$ cat src/rtl/jstepper_pkg.sv
// Shared definitions for the instruction-step sequencer: phase encoding,
// default step count and the gate-library primitives used for all decode.
package jstepper_pkg;

    localparam int NSTEPS_DEFAULT = 6;

    typedef enum logic [1:0] {
        PH_E0  = 2'd0,
        PH_S   = 2'd1,
        PH_E2  = 2'd2,
        PH_GAP = 2'd3
    } phase_t;

    function automatic logic jand(input logic a, input logic b);
        return a & b;
    endfunction

    function automatic logic jor(input logic a, input logic b);
        return a | b;
    endfunction

    function automatic logic jnot(input logic a);
        return ~a;
    endfunction

endpackage

$ cat src/rtl/jstepper_ring.sv
// One-hot rotating step register; load1 returns the ring to step 1 and
// takes priority over a rotate request.
module jstep_ring
    import jstepper_pkg::*;
#(
    parameter int NSTEPS = NSTEPS_DEFAULT
) (
    input  logic              clk,
    input  logic              reset,
    input  logic              adv,
    input  logic              load1,
    output logic [NSTEPS-1:0] q
);

    localparam logic [NSTEPS-1:0] STEP1 = NSTEPS'(1);

    always_ff @(posedge clk) begin
        if (reset || load1) begin
            q <= STEP1;
        end else if (adv) begin
            q <= {q[NSTEPS-2:0], q[NSTEPS-1]};
        end
    end

endmodule

$ cat src/rtl/jstepper.sv
// Instruction-step sequencer: four base-clock phases per step, enable/set
// strobes, one-hot step bus, hold at step boundaries and latched restart.
module jstepper
    import jstepper_pkg::*;
#(
    parameter int NSTEPS = NSTEPS_DEFAULT
) (
    input  logic              clk,
    input  logic              reset,
    input  logic              hold,
    input  logic              restart,
    output logic              clke,
    output logic              clks,
    output logic [NSTEPS-1:0] step,
    output logic [1:0]        phase,
    output logic              last
);

    phase_t phase_q, phase_d;
    logic   pending_q, pending_d;
    logic   started_q, started_d;
    logic   boundary;
    logic   restart_now;
    logic   go;
    logic   ring_load1;
    logic   ring_adv;

    assign boundary    = jand(phase_q[1], phase_q[0]);
    assign restart_now = jand(boundary, jor(restart, pending_q));
    assign go          = jand(boundary, jand(jnot(restart_now), jnot(hold)));

    // The ring already sits on step 1 after reset, so the first boundary
    // out of reset loads step 1 instead of rotating past it.
    assign ring_load1  = jor(restart_now, jand(go, jnot(started_q)));
    assign ring_adv    = jand(go, started_q);

    always_ff @(posedge clk) begin
        if (reset) begin
            phase_q   <= PH_GAP;
            pending_q <= 1'b0;
            started_q <= 1'b0;
        end else begin
            phase_q   <= phase_d;
            pending_q <= pending_d;
            started_q <= started_d;
        end
    end

    always_comb begin
        phase_d   = phase_q;
        pending_d = pending_q;
        started_d = started_q;
        if (!boundary) begin
            phase_d = phase_t'(phase_q + 2'd1);
            if (restart) begin
                pending_d = 1'b1;
            end
        end else if (restart_now) begin
            phase_d   = PH_E0;
            pending_d = 1'b0;
            started_d = 1'b1;
        end else if (!hold) begin
            phase_d   = PH_E0;
            started_d = 1'b1;
        end
    end

    jstep_ring #(
        .NSTEPS (NSTEPS)
    ) u_ring (
        .clk   (clk),
        .reset (reset),
        .adv   (ring_adv),
        .load1 (ring_load1),
        .q     (step)
    );

    assign clke  = jnot(boundary);
    assign clks  = jand(jnot(phase_q[1]), phase_q[0]);
    assign phase = phase_q;
    assign last  = step[NSTEPS-1];

endmodule

$ cat config.mk
export PLATFORM = sky130hd
export DESIGN_NAME = jstepper
export DESIGN_NICKNAME = d
export VERILOG_FILES = /design/src/rtl/jstepper_pkg.sv /design/src/rtl/jstepper_ring.sv /design/src/rtl/jstepper.sv
export SDC_FILE = /design/constraint.sdc
export NUM_CORES = 1
export LEC_CHECK = 0
export CAP_MARGIN = 30
export CORE_AREA = 2 2 39 41
export CTS_BUF_LIST = sky130_fd_sc_hd__clkbuf_8
export DETAILED_ROUTE_END_ITERATION = 16
export DIE_AREA = 0 0 41 43
export DONT_BUFFER_PORTS = 1
export PLACE_DENSITY = 0.58
export SYNTH_ARGS = -nofsm -noshare
export SYNTH_HDL_FRONTEND = slang
export SYNTH_SLANG_ARGS = --single-unit
$ cat constraint.sdc
create_clock -name clk -period 1.8 [get_ports clk]
set_input_delay 0.27 -clock clk [delete_from_list [all_inputs] [get_ports clk]]
set_output_delay 0.27 -clock clk [all_outputs]
set_load 0.05 [all_outputs]
**Pin placement**

Drawn at 12 px/µm. Pins as bars across the die edge, other pins in grey.
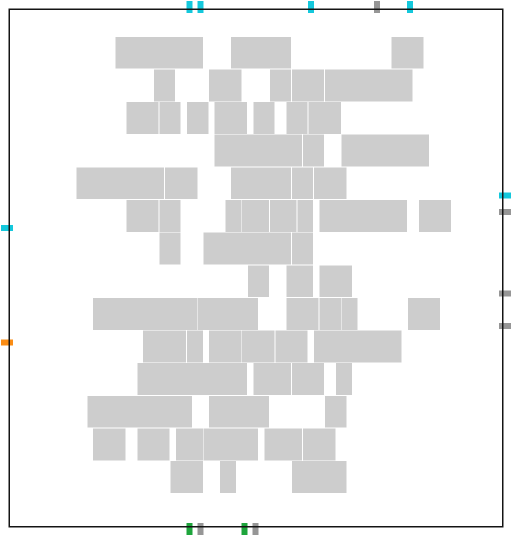
legend:
  step:
    colour: cyan
    pins: 6
    direction: output
    edge: 4 north, 1 west, 1 east
  phase:
    colour: green
    pins: 2
    direction: output
    edge: south
  reset:
    colour: orange
    pins: 1
    direction: input
    edge: west
all pins by edge: 5 north, 4 east, 4 south, 2 west

==> Flow_metrics.wiki <==
== Flow metrics ==
{| class="wikitable"
! Metric !! Value
|-
| Cts bufs inserted || 3
|-
| Area reported by Yosys stat || 474.2 µm²
|-
| Clock Path Buffers || 2
|-
| Hold Crit Endpoint || started_q
|-
| Registers || 10
|-
| Placed cell area || 580.6 µm²
|-
| Count of endpoints failing setup in the final report || 0
|-
| Synthesized-area fraction occupied by and/or/nand/nor cells || 23.75%
|-
| Pwr Density || 1183 nW/µm²
|-
| Number of filler instances in the final layout || 141
|-
| Combinational share of cell area || 40.16%
|-
| Remaining max-slew budget at the tightest pin || 61.67%
|-
| Initial antenna violation count || 0
|-
| Synth top area share || 42.22%
|-
| Beginning of the critical path || phase[1]
|-
| Type of the worst setup path || register to register
|-
| Die X-Extent || 41 µm
|-
| Largest power group || sequential cells
|-
| Warning total across the stage logs || 28
|-
| Run status || finished, final reports clean
|-
| Clock group || 0.280 mW
|-
| Detailed-routed wire length on met3 || 80 µm
|-
| Signal buf overhead || 14.17%
|-
| Most repeated cell in the gate-level netlist after synthesis || dfxtp_1
|-
| Invs w/o clock || 2
|-
| Worst hold path stage count || 1
|-
| Post-route non-filler standard cell count || 81
|-
| Comb gate area || 255.2 µm²
|-
| Avg Vias per Cell || 5.259
|-
| Count of cell types in the netlist || 25
|-
| Net count, final || 72
|-
| Destination of the worst register-to-register timing path || u_ring.q[0]
|-
| Global route overflow || 0
|-
| Total chip power || 0.7521 mW
|-
| Final critical delay including setup and external delays || 1711 ps
|-
| Synth async-reset ratio || 0%
|-
| Number of H-tree levels || 1
|-
| Worst setup endpoint || u_ring.q[0]
|-
| Total number of tap cells || 16
|-
| Delay-heaviest family, CP || simple AND/OR/NAND/NOR gates
|-
| Power share of the sequential group || 37.7%
|-
| Hold path start || reset
|-
| Most common library cell in the layout ignoring fill and taps || buf_4
|-
| Number of synthesized register bits || 10
|-
| Cell at the root of the clock tree || clkbuf_8
|}
**Zoomed window**

Region (8, 0) to (33, 25) µm. Cells in grey, sequential cells in the stronger grey; small squares are vias.
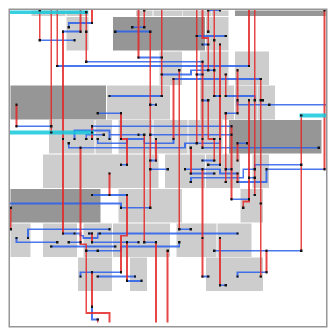
legend:
  met2:
    colour: red
  met1:
    colour: blue
  met3:
    colour: cyan
cells with their middle in the window: 33
most frequent: buf_4 (6)
netlist names of flops here include: phase (2)
sequential cells in the window: 4

Power and IR drop assume default switching activity.
